--- src/rtl/sd_host_regs_pkg.sv ---
// Shared register map, bit positions and read constants for the SD host register bank.
package sd_host_regs_pkg;

  localparam logic [4:0] ADR_ARGUMENT          = 5'd0;
  localparam logic [4:0] ADR_COMMAND           = 5'd1;
  localparam logic [4:0] ADR_BLOCK             = 5'd2;
  localparam logic [4:0] ADR_PRESENT_STATE     = 5'd3;
  localparam logic [4:0] ADR_RESPONSE0         = 5'd4;
  localparam logic [4:0] ADR_RESPONSE1         = 5'd5;
  localparam logic [4:0] ADR_RESPONSE2         = 5'd6;
  localparam logic [4:0] ADR_RESPONSE3         = 5'd7;
  localparam logic [4:0] ADR_HOST_CONTROL      = 5'd8;
  localparam logic [4:0] ADR_CLOCK_CONTROL     = 5'd9;
  localparam logic [4:0] ADR_SOFTWARE_RESET    = 5'd10;
  localparam logic [4:0] ADR_NORMAL_INT_STATUS = 5'd12;
  localparam logic [4:0] ADR_ERROR_INT_STATUS  = 5'd13;
  localparam logic [4:0] ADR_INT_ENABLE        = 5'd14;
  localparam logic [4:0] ADR_CAPABILITIES      = 5'd15;

  localparam int CMD_INHIBIT_BIT      = 0;
  localparam int NIS_CMD_COMPLETE_BIT = 0;
  localparam int NIS_ERROR_BIT        = 15;

  localparam logic [31:0] BLOCK_WR_MASK   = 32'hFFFF_0FFF;
  localparam logic [31:0] RESERVED_RD_VAL = 32'h0000_0000;

endpackage

--- src/rtl/sd_w1c_status16.sv ---
// 16-bit sticky status: level sources OR-set each edge, write-1-to-clear, set beats clear.
// Latency: new state visible one cycle after the set/clear edge.
// Backpressure: none; set, clear and soft clear are accepted every cycle.
module sd_w1c_status16 (
  input  logic        clock,
  input  logic        reset,
  input  logic [15:0] set_vec,
  input  logic [15:0] clr_vec,
  input  logic        sw_clr,
  output logic [15:0] status
);

  always_ff @(posedge clock or posedge reset) begin
    if (reset) begin
      status <= 16'h0000;
    end else if (sw_clr) begin
      status <= 16'h0000;
    end else begin
      status <= (status & ~clr_vec) | set_vec;
    end
  end

endmodule

--- src/rtl/sd_host_register_bank.sv ---
// SD host register bank: address decode, single-cycle writes, response capture, sticky interrupts.
// Latency: writes take effect on the strobe edge; reads return data_o/read_valid_o one cycle later.
// Backpressure: none; a COMMAND write while a command is in flight is silently dropped.
module sd_host_register_bank
  import sd_host_regs_pkg::*;
#(
  parameter logic [31:0] CAPABILITIES = 32'h0000_0001,
  parameter int          NUM_REGS     = 16
) (
  input  logic         clock,
  input  logic         reset,
  input  logic [4:0]   adr_i,
  input  logic         reg_write_en,
  input  logic         reg_read_en,
  input  logic         command_complete,
  input  logic [127:0] data_i,
  input  logic [127:0] response_i,
  input  logic [15:0]  error_interrupt_status_i,
  input  logic [15:0]  normal_interrupt_status_i,
  output logic [31:0]  data_o,
  output logic         read_valid_o,
  output logic         cmd_start_o,
  output logic [31:0]  argument_o,
  output logic [15:0]  command_o,
  output logic         interrupt_o
);

  logic [31:0]  wr_dat;
  logic         unused_data_hi;
  logic         adr_impl;
  logic         wr_vld;
  logic         cmd_complete_q;
  logic         cmd_rise;
  logic         cmd_inhibit_q;
  logic         cmd_accept;
  logic         sw_reset;
  logic [31:0]  block_q;
  logic [7:0]   host_ctrl_q;
  logic [15:0]  clk_ctrl_q;
  logic [31:0]  int_en_q;
  logic [127:0] resp_q;
  logic [15:0]  nis_q;
  logic [15:0]  eis_q;
  logic [15:0]  nis_rd;
  logic [15:0]  nis_set;
  logic [15:0]  nis_clr;
  logic [15:0]  eis_clr;
  logic [31:0]  present_state;
  logic [31:0]  rd_dat;

  assign wr_dat         = data_i[31:0];
  assign unused_data_hi = ^data_i[127:32];
  assign adr_impl       = (adr_i < 5'(NUM_REGS));
  assign wr_vld         = reg_write_en && adr_impl;
  assign cmd_rise       = command_complete && !cmd_complete_q;
  assign cmd_accept     = wr_vld && (adr_i == ADR_COMMAND) && !cmd_inhibit_q;
  assign sw_reset       = wr_vld && (adr_i == ADR_SOFTWARE_RESET) && wr_dat[0];

  // Normal bit15 is a live summary of the error register, so it is never stored or cleared.
  always_comb begin
    nis_set                       = normal_interrupt_status_i;
    nis_set[NIS_CMD_COMPLETE_BIT] = normal_interrupt_status_i[NIS_CMD_COMPLETE_BIT] | cmd_rise;
    nis_set[NIS_ERROR_BIT]        = 1'b0;
    nis_clr                       = 16'h0000;
    if (wr_vld && (adr_i == ADR_NORMAL_INT_STATUS)) begin
      nis_clr = wr_dat[15:0];
    end
    nis_clr[NIS_ERROR_BIT]        = 1'b0;
    eis_clr                       = 16'h0000;
    if (wr_vld && (adr_i == ADR_ERROR_INT_STATUS)) begin
      eis_clr = wr_dat[15:0];
    end
    nis_rd                        = nis_q;
    nis_rd[NIS_ERROR_BIT]         = |eis_q;
  end

  sd_w1c_status16 u_normal_status (
    .clock   (clock),
    .reset   (reset),
    .set_vec (nis_set),
    .clr_vec (nis_clr),
    .sw_clr  (sw_reset),
    .status  (nis_q)
  );

  sd_w1c_status16 u_error_status (
    .clock   (clock),
    .reset   (reset),
    .set_vec (error_interrupt_status_i),
    .clr_vec (eis_clr),
    .sw_clr  (sw_reset),
    .status  (eis_q)
  );

  always_ff @(posedge clock or posedge reset) begin
    if (reset) begin
      argument_o  <= 32'h0;
      command_o   <= 16'h0;
      block_q     <= 32'h0;
      host_ctrl_q <= 8'h0;
      clk_ctrl_q  <= 16'h0;
      int_en_q    <= 32'h0;
    end else if (wr_vld) begin
      case (adr_i)
        ADR_ARGUMENT:      argument_o  <= wr_dat;
        ADR_COMMAND:       if (!cmd_inhibit_q) command_o <= wr_dat[15:0];
        ADR_BLOCK:         block_q     <= wr_dat & BLOCK_WR_MASK;
        ADR_HOST_CONTROL:  host_ctrl_q <= wr_dat[7:0];
        ADR_CLOCK_CONTROL: clk_ctrl_q  <= wr_dat[15:0];
        ADR_INT_ENABLE:    int_en_q    <= wr_dat;
        default: ;
      endcase
    end
  end

  // A new command wins over a completion landing on the same edge.
  always_ff @(posedge clock or posedge reset) begin
    if (reset) begin
      cmd_complete_q <= 1'b0;
      cmd_inhibit_q  <= 1'b0;
      cmd_start_o    <= 1'b0;
      resp_q         <= 128'h0;
    end else begin
      cmd_complete_q <= command_complete;
      cmd_start_o    <= cmd_accept;
      if (sw_reset) begin
        cmd_inhibit_q <= 1'b0;
        resp_q        <= 128'h0;
      end else begin
        if (cmd_accept) begin
          cmd_inhibit_q <= 1'b1;
        end else if (cmd_rise) begin
          cmd_inhibit_q <= 1'b0;
        end
        if (cmd_rise) begin
          resp_q <= response_i;
        end
      end
    end
  end

  always_comb begin
    present_state                  = 32'h0;
    present_state[CMD_INHIBIT_BIT] = cmd_inhibit_q;
    rd_dat                         = RESERVED_RD_VAL;
    if (adr_impl) begin
      case (adr_i)
        ADR_ARGUMENT:          rd_dat = argument_o;
        ADR_COMMAND:           rd_dat = {16'h0, command_o};
        ADR_BLOCK:             rd_dat = block_q;
        ADR_PRESENT_STATE:     rd_dat = present_state;
        ADR_RESPONSE0:         rd_dat = resp_q[31:0];
        ADR_RESPONSE1:         rd_dat = resp_q[63:32];
        ADR_RESPONSE2:         rd_dat = resp_q[95:64];
        ADR_RESPONSE3:         rd_dat = resp_q[127:96];
        ADR_HOST_CONTROL:      rd_dat = {24'h0, host_ctrl_q};
        ADR_CLOCK_CONTROL:     rd_dat = {16'h0, clk_ctrl_q};
        ADR_NORMAL_INT_STATUS: rd_dat = {16'h0, nis_rd};
        ADR_ERROR_INT_STATUS:  rd_dat = {16'h0, eis_q};
        ADR_INT_ENABLE:        rd_dat = int_en_q;
        ADR_CAPABILITIES:      rd_dat = CAPABILITIES;
        default:               rd_dat = RESERVED_RD_VAL;
      endcase
    end
  end

  // Reads sample the pre-write state, so a same-edge write is not yet visible.
  always_ff @(posedge clock or posedge reset) begin
    if (reset) begin
      data_o       <= 32'h0;
      read_valid_o <= 1'b0;
      interrupt_o  <= 1'b0;
    end else begin
      read_valid_o <= reg_read_en;
      if (reg_read_en) begin
        data_o <= rd_dat;
      end
      interrupt_o <= (|(nis_rd & int_en_q[15:0])) | (|(eis_q & int_en_q[31:16]));
    end
  end

endmodule
--- config.mk ---
export PLATFORM = sky130hd
export DESIGN_NAME = sd_host_register_bank
export DESIGN_NICKNAME = d
export VERILOG_FILES = /design/src/rtl/sd_host_regs_pkg.sv /design/src/rtl/sd_w1c_status16.sv /design/src/rtl/sd_host_register_bank.sv
export SDC_FILE = /design/constraint.sdc
export NUM_CORES = 1
export LEC_CHECK = 0
export CAP_MARGIN = 20
export CORE_ASPECT_RATIO = 1.2
export CORE_MARGIN = 8
export CORE_UTILIZATION = 45
export CTS_CLUSTER_DIAMETER = 50
export DETAILED_ROUTE_END_ITERATION = 7
export PLACE_DENSITY_LB_ADDON = 0.2
export REMOVE_ABC_BUFFERS = 1
export SYNTH_ARGS = -nofsm -noshare
export SYNTH_HDL_FRONTEND = slang
export SYNTH_HIERARCHICAL = 1
export SYNTH_SLANG_ARGS = --single-unit
export TNS_END_PERCENT = 100
--- constraint.sdc ---
create_clock -name clock -period 30.6 [get_ports clock]
set_input_delay 6.12 -clock clock [delete_from_list [all_inputs] [get_ports clock]]
set_output_delay 6.12 -clock clock [all_outputs]
set_load 0.05 [all_outputs]
==> flow_metrics.tcl <==
# place-and-route summary
set metrics [dict create \
    status "complete, no violations" \
    final_layout_size_suffix_gt1_frac 0.152 \
    dieArea_um2 39400 \
    syn_to_final_growth_pct 30.4 \
    clock_path_buffers 3 \
    cts-resized-gates 0 \
    clkLatencyLatePin_ns 0.52 \
    endpoint_kind "flip-flop" \
    vias_per_cell 5.81 \
    nets 1961 \
    setup_viol 0 \
    cts.htree.levels 2 \
    dieHeight_um 216 \
    clkSinkCount 328 \
    crit_chain "clkdlybuf4s50_1 > or3b_1 > nor2_4 > buf_4 > buf_4 > a21oi_1" \
    port_buffers 283 \
    pg_clk_mw 0.465 \
    cpMostUsedCell "buf_4" \
    tightest_slew_ns 1.09 \
    cts_tree "yes" \
    fill_cells 2860 \
    yosys_warnings 6 \
    grt_pass1_vias 13300 \
    grt_usage 0.263 \
    power.share.clock 0.384 \
    post_cts.repair.setup_buffers 0 \
    finalCritPeriodShare 0.327 \
    required_ns 30.94 \
    skew_ns 0.00676 \
    p_sw_mw 0.339 \
    crit_family "buffers and inverters" \
    vias 12400 \
    chipWidth_um 183 \
    rsz0062_at_grt "false" \
    hpwl_um 34000 \
    drc 0 \
    netlist_area_um2 15000 \
    maxCapViolCount 0 \
    comb_area_um2 6190 \
    globalplace.congestion 0.821 \
    cts_hold_buf 0 \
    internal-power_mw 0.869 \
    io_pins 381 \
    p_comb_frac 0.179 \
    warnings 124 \
    fp-row-count 73 \
    largest_register_ffs 128 \
    ant_nets 0 \
    min-delay-path-class "flip-flop to flip-flop" \
    crit_buf_inv 3 \
    max_stage_delay_ns 0.89 \
    crit_slowest_cell "nor2_4" \
    drv_slew 0 \
    drt-initial-drc-count 907 \
    startpoint_type "input pin" \
    dr.pass1.iters 5 \
    wl_per_cell_um 24.3 \
    final.setup.tns_ns 0 \
    grt_pass1_wl_um 79800 \
    power_density_nw_per_um2 61.9 \
    antenna_found_initial 3 \
    p_sw_frac 0.281 \
    cts_root_buffer "clkbuf_16" \
    drt-total-wl_um 52100 \
    worstPathMaxFanout 76 \
    fmax_mhz 100 \
    regMostFlops "resp_q" \
    comb-power_mw 0.216 \
    cts_made_buffers 37 \
    final-seq-area_um2 8210 \
    worstPathArrival_ns 10.34 \
    avgSynthCellArea_um2 10.6 \
    dp_cells 2071 \
    synthCells 1413 \
    period_needed_ns 10.0 \
    whs_ns 0.497 \
    p_leak_nw 8.67 \
    fp_util 0.454 \
    grt_overflow 0 \
    grt_max_degree 145 \
    relSlewSlack 0.274 \
    seq_power_share 0.436 \
]
-- path summary, 6_finish.rpt --
path                                   to  slack, ns            from  cells past startpoint
max in group asynchronous      resp_q[40]      23.35           reset                      3
setup reg to reg               resp_q[73]      28.33  cmd_complete_q                      4
setup / recovery               resp_q[73]      20.60        adr_i[4]                      6
hold reg to reg                block_q[2]       0.50      block_q[2]                      1
hold / removal                 block_q[2]       0.50      block_q[2]                      1
min in group asynchronous  argument_o[13]       6.02           reset                      2
-- through the flow --
stage	cell area, um2	utilization	power [mW]
2_1_floorplan	14500	-	0.652
3_3_place_gp	18100	0.550	0.744
3_5_place_dp	18200	0.551	0.751
4_1_cts	19400	0.589	1.22
5_1_grt	19500	0.592	1.26
6_report	19500	0.592	1.21
-- layout by cell type (no fill, tap or decap), drive strengths merged, types with 13 or more instances in the layout --
cell           count
a21oi            174
a22oi             75
nand3             14
dfrtp            328
nand2            284
nand2b            35
buf               30
nor2              19
nor2b             14
clkdlybuf4s50    283
and3              35
nand4             13
a221oi            22
mux2             132
clkbuf            53
a22o              30
inv               37
mux2i             18
-- layout make-up --
type                       instances  area share
clock inverter                    12     0.00871
antenna                            3    0.000384
timing repair buffer             313       0.161
inverter                          37     0.00750
clock buffer                      53      0.0568
multi-input combinational        946       0.317
tap                              450      0.0288
sequential                       328       0.420
-- routing by layer --
| metal | up-vias | global-route usage | share of wire | wire [um] |
|---|---|---|---|---|
| met5 | - | 0 | 0 | 0 |
| met1 | 6278 | 0.329 | 0.39 | 20400 |
| li1 | 5533 | - | - | - |
| met3 | 114 | 0.0573 | 0.079 | 4100 |
| met2 | 519 | 0.435 | 0.49 | 25700 |
| met4 | 0 | 0.109 | 0.038 | 1960 |
Signal wires by layer:
Drawn at 2 px/um. Only two layers are drawn.
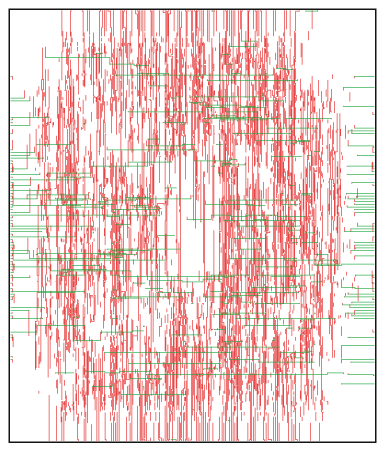
| color | layer | wire length |
|---|---|---|
| green | M3 | 4100 um |
| red | M2 | 25.7 mm |

Wires at chosen ports, followed through buffers:
Drawn at 1 px/um.
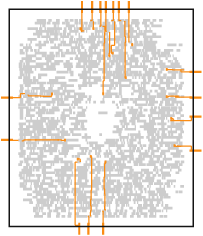
| color | port | bits | direction | end cells | buffers | wire |
|---|---|---|---|---|---|---|
| orange | error_interrupt_status_i | 16 | input | 16 | 16 | 770 um |

Cell outlines without signal wires:
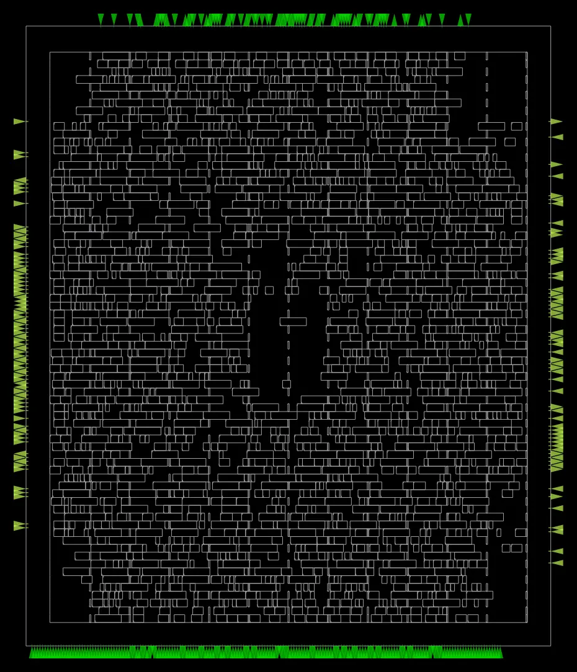
core area: 33000 um2
Non-Filler Instances: 2142
post-layout util: 0.592
flip-flop and latch share of the layout cell area: 0.420
Tapcells: 450

Power figures rest on the tool's default switching activity, not on a simulated workload.
